### src/rtl/mp2_buffer_arbiter.sv
// Round-robin arbiter sharing the const ROM, sample RAM and multiplier among DBS, BDD and Synth.
// The grant is held while the owner keeps Req high, then TURN_CYC dead cycles pass before re-arbitration.
module mp2_buffer_arbiter #(
  parameter int ADDR_W   = 10,
  parameter int DATA_W   = 16,
  parameter int MULT_W   = 18,
  parameter int TURN_CYC = 1
) (
  input  logic              audio_decoder_clock,
  input  logic              reset,
  input  logic              Req_0_I,
  output logic              Grant_0_O,
  input  logic              ROM_En_0_I,
  input  logic [ADDR_W-1:0] ROM_Addr_0_I,
  input  logic [ADDR_W-1:0] RAM_Addr_0_I,
  input  logic              RAM_Wen_0_I,
  input  logic [DATA_W-1:0] RAM_Data_0_I,
  input  logic [MULT_W-1:0] Mult_OP0_0_I,
  input  logic [MULT_W-1:0] Mult_OP1_0_I,
  input  logic              Req_1_I,
  output logic              Grant_1_O,
  input  logic              ROM_En_1_I,
  input  logic [ADDR_W-1:0] ROM_Addr_1_I,
  input  logic [ADDR_W-1:0] RAM_Addr_1_I,
  input  logic              RAM_Wen_1_I,
  input  logic [DATA_W-1:0] RAM_Data_1_I,
  input  logic [MULT_W-1:0] Mult_OP0_1_I,
  input  logic [MULT_W-1:0] Mult_OP1_1_I,
  input  logic              Req_2_I,
  output logic              Grant_2_O,
  input  logic              ROM_En_2_I,
  input  logic [ADDR_W-1:0] ROM_Addr_2_I,
  input  logic [ADDR_W-1:0] RAM_Addr_2_I,
  input  logic              RAM_Wen_2_I,
  input  logic [DATA_W-1:0] RAM_Data_2_I,
  input  logic [MULT_W-1:0] Mult_OP0_2_I,
  input  logic [MULT_W-1:0] Mult_OP1_2_I,
  output logic              ROM_En_O,
  output logic [ADDR_W-1:0] ROM_Addr_O,
  output logic [ADDR_W-1:0] RAM_Addr_O,
  output logic              RAM_Wen_O,
  output logic [DATA_W-1:0] RAM_Data_O,
  output logic [MULT_W-1:0] Mult_OP0_O,
  output logic [MULT_W-1:0] Mult_OP1_O,
  output logic [1:0]        Owner_O,
  output logic              Busy_O,
  output logic              Illegal_Wr_O
);

  typedef enum logic [1:0] {IDLE, OWNED, TURN} state_t;

  state_t     state, state_nxt;
  logic [1:0] owner, owner_nxt;
  logic [1:0] last, last_nxt;
  logic [1:0] turn_cnt, turn_cnt_nxt;
  logic [1:0] cand1, cand2;
  logic [3:0] req;
  logic [2:0] wen;
  logic [2:0] grant;
  logic       illegal;

  assign req = {1'b0, Req_2_I, Req_1_I, Req_0_I};
  assign wen = {RAM_Wen_2_I, RAM_Wen_1_I, RAM_Wen_0_I};

  // Search order starts just after the last owner and ends on it.
  assign cand1 = (last == 2'd2) ? 2'd0 : last + 2'd1;
  assign cand2 = (cand1 == 2'd2) ? 2'd0 : cand1 + 2'd1;

  always_ff @(posedge audio_decoder_clock) begin
    if (reset) begin
      state    <= IDLE;
      owner    <= 2'd0;
      last     <= 2'd2;
      turn_cnt <= 2'd0;
    end else begin
      state    <= state_nxt;
      owner    <= owner_nxt;
      last     <= last_nxt;
      turn_cnt <= turn_cnt_nxt;
    end
  end

  always_comb begin
    state_nxt    = state;
    owner_nxt    = owner;
    last_nxt     = last;
    turn_cnt_nxt = turn_cnt;
    case (state)
      IDLE: begin
        if (|req) begin
          state_nxt = OWNED;
          if (req[cand1])      owner_nxt = cand1;
          else if (req[cand2]) owner_nxt = cand2;
          else                 owner_nxt = last;
          last_nxt = owner_nxt;
        end
      end
      OWNED: begin
        if (!req[owner]) begin
          state_nxt    = TURN;
          turn_cnt_nxt = 2'(TURN_CYC - 1);
        end
      end
      TURN: begin
        if (turn_cnt == 2'd0) state_nxt = IDLE;
        else                  turn_cnt_nxt = turn_cnt - 2'd1;
      end
      default: state_nxt = IDLE;
    endcase
  end

  assign Busy_O    = (state == OWNED);
  assign Owner_O   = Busy_O ? owner : 2'd3;
  assign grant     = Busy_O ? (3'b001 << owner) : 3'b000;
  assign Grant_0_O = grant[0];
  assign Grant_1_O = grant[1];
  assign Grant_2_O = grant[2];

  // Any requester writing without holding the bus poisons the flag until reset.
  always_ff @(posedge audio_decoder_clock) begin
    if (reset)                           illegal <= 1'b0;
    else if (|(req[2:0] & wen & ~grant)) illegal <= 1'b1;
  end
  assign Illegal_Wr_O = illegal;

  always_comb begin
    ROM_En_O   = 1'b0;
    ROM_Addr_O = '0;
    RAM_Addr_O = '0;
    RAM_Wen_O  = 1'b0;
    RAM_Data_O = '0;
    Mult_OP0_O = '0;
    Mult_OP1_O = '0;
    case (grant)
      3'b001: begin
        ROM_En_O = ROM_En_0_I;  ROM_Addr_O = ROM_Addr_0_I; RAM_Addr_O = RAM_Addr_0_I;
        RAM_Wen_O = RAM_Wen_0_I; RAM_Data_O = RAM_Data_0_I;
        Mult_OP0_O = Mult_OP0_0_I; Mult_OP1_O = Mult_OP1_0_I;
      end
      3'b010: begin
        ROM_En_O = ROM_En_1_I;  ROM_Addr_O = ROM_Addr_1_I; RAM_Addr_O = RAM_Addr_1_I;
        RAM_Wen_O = RAM_Wen_1_I; RAM_Data_O = RAM_Data_1_I;
        Mult_OP0_O = Mult_OP0_1_I; Mult_OP1_O = Mult_OP1_1_I;
      end
      3'b100: begin
        ROM_En_O = ROM_En_2_I;  ROM_Addr_O = ROM_Addr_2_I; RAM_Addr_O = RAM_Addr_2_I;
        RAM_Wen_O = RAM_Wen_2_I; RAM_Data_O = RAM_Data_2_I;
        Mult_OP0_O = Mult_OP0_2_I; Mult_OP1_O = Mult_OP1_2_I;
      end
      default: ;
    endcase
  end

endmodule
### config.mk
export PLATFORM = sky130hd
export DESIGN_NAME = mp2_buffer_arbiter
export DESIGN_NICKNAME = d
export VERILOG_FILES = /design/src/rtl/mp2_buffer_arbiter.sv
export SDC_FILE = /design/constraint.sdc
export NUM_CORES = 1
export LEC_CHECK = 0
export ABC_CLOCK_PERIOD_IN_PS = 3400
export CAP_MARGIN = 40
export CORE_AREA = 3 3 119 121
export DETAILED_ROUTE_END_ITERATION = 10
export DIE_AREA = 0 0 122 124
export GPL_TIMING_DRIVEN = 0
export HOLD_SLACK_MARGIN = 0.12
export PLACE_DENSITY_LB_ADDON = 0.08
export SYNTH_ARGS = -nofsm -noshare
export SYNTH_HDL_FRONTEND = slang
export SYNTH_SLANG_ARGS = --single-unit
### constraint.sdc
create_clock -name audio_decoder_clock -period 3.4 [get_ports audio_decoder_clock]
set_input_delay 0.51 -clock audio_decoder_clock [delete_from_list [all_inputs] [get_ports audio_decoder_clock]]
set_output_delay 0.51 -clock audio_decoder_clock [all_outputs]
set_load 0.1 [all_outputs]
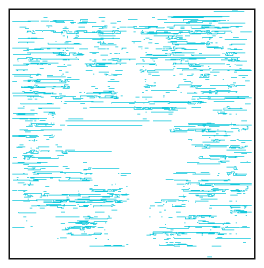
**Above:** met1 routing.
Drawn at 2 px/µm.
share of all routed wire	35%
wire length on this layer	4,840 µm
via count: 3,590
met1 Track Usage GR: 0.182
Routed WL: 14,000 µm

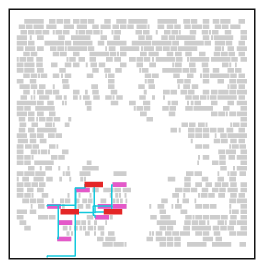
**Above:** clock wires, drivers and flops.
Drawn at 2 px/µm.
[flip-flops] magenta | count: 8
[clock wires] cyan | length: 167 µm
[cells driving clock nets] red | count: 3
routed clock nets	4
Clk power: 0.000194 W
Setup Skew: 0.00180 ns
later-pin clock latency in the skew report: 0.23 ns
Clock power frac: 0.066

==> flow_metrics.tcl <==
# metrics dict for downstream scripts
set metrics [dict create \
    r2r-start "turn_cnt[0]" \
    die_y_um 124 \
    edf_count 0 \
    fa_ha_area_frac 0.00741 \
    drc 0 \
    common_cells "inv_1 (77), a222oi_1 (74), buf_2 (9)" \
    max_freq_mhz 318 \
    layout_top_cell "clkdlybuf4s50_1" \
    path_clk_slew_ns 0.03 \
    p_comb_w 0.00263 \
    instances_no_fill 799 \
    drive_above_1_share 0.178 \
    cts_sinks 8 \
    synthesis.nets 459 \
    antenna_found_initial 0 \
    use_met2 0.301 \
    chip_area_mm2 0.0151 \
    fill_cells 1180 \
    crit_slowest_cell "clkdlybuf4s50_1" \
    rsz0062_at_grt "false" \
    utilization 0.506 \
    portBuffers 305 \
    slew_headroom 0.649 \
    reg2reg_to "turn_cnt[1]" \
    vdd_drop_max_v 0.000277 \
    status "finished, final reports clean" \
    topCellsByArea "a222oi_1 (44%), inv_1 (17%), dfxtp_1 (9.5%)" \
    swShare 0.527 \
    critPathMaxStageDelay_ns 0.57 \
    use_met3 0.0527 \
    viasPerCell 4.49 \
    maxPowerGroup "combinational cells" \
    yosysTopAreaCell "a222oi_1" \
    cp.required_ns 2.89 \
    hold_end "turn_cnt[1]" \
    yosys-stat-area_mm2 0.00169 \
    cpLargestDelayFamily "buffers and inverters" \
    synth-async-reset-ratio 0 \
    startpoint_type "flop" \
    placedCellCount 793 \
    synth_cells 231 \
    grt-busiest-layer "met2" \
    hold_violations 0 \
    grt_usage 0.163 \
    p_total_w 0.00294 \
    seq-power_w 0.000120 \
    crit_path_end "RAM_Data_O[6]" \
    synth_top_flop_cell "dfxtp_1" \
    ioPinCount 308 \
    critPathBufInv 6 \
    syn_area_mm2 0.00169 \
    finalClockPeriodUsage 0.924 \
    dr_wl_met3_um 1590 \
    tns_ns 0 \
    tightest_slew_ns 0.527 \
    min_path_type "reg -> reg" \
    aoi_share 0.520 \
    top_area_frac 0.439 \
    antenna_left 0 \
]
## worst register-to-register path: cells and delay by family, from the launching register on
| kind | cells | cell delay (ns) |
|---|---|---|
| compound gates | 2 | 0.24 |
| fa+ha+maj | 1 | 0.22 |
| buf+inv | 1 | 0.05 |
| flops | 1 | 0.31 |
| simple gates | 2 | 0.69 |
## sequential cells by signal, summed over array words and instances, names as in the netlist
signal and cells:
owner 2, turn_cnt 2, state 2, Illegal_Wr_O 1, last 1
## timing repair
action,CTS,global route
resized,0,0
setup buffers,0,3
hold buffers,0,0
endpoints found under the setup margin,0,7
## layout make-up
class / instances / area share
well taps: 176 / 0.0330
flip-flops and latches: 8 / 0.0240
inverters: 78 / 0.0439
repair buffers: 389 / 0.703
plain buffers: 27 / 0.0259
multi-input cells: 118 / 0.159
clock buffers: 3 / 0.0112
Power figures rest on the tool's default switching activity, not on a simulated workload.
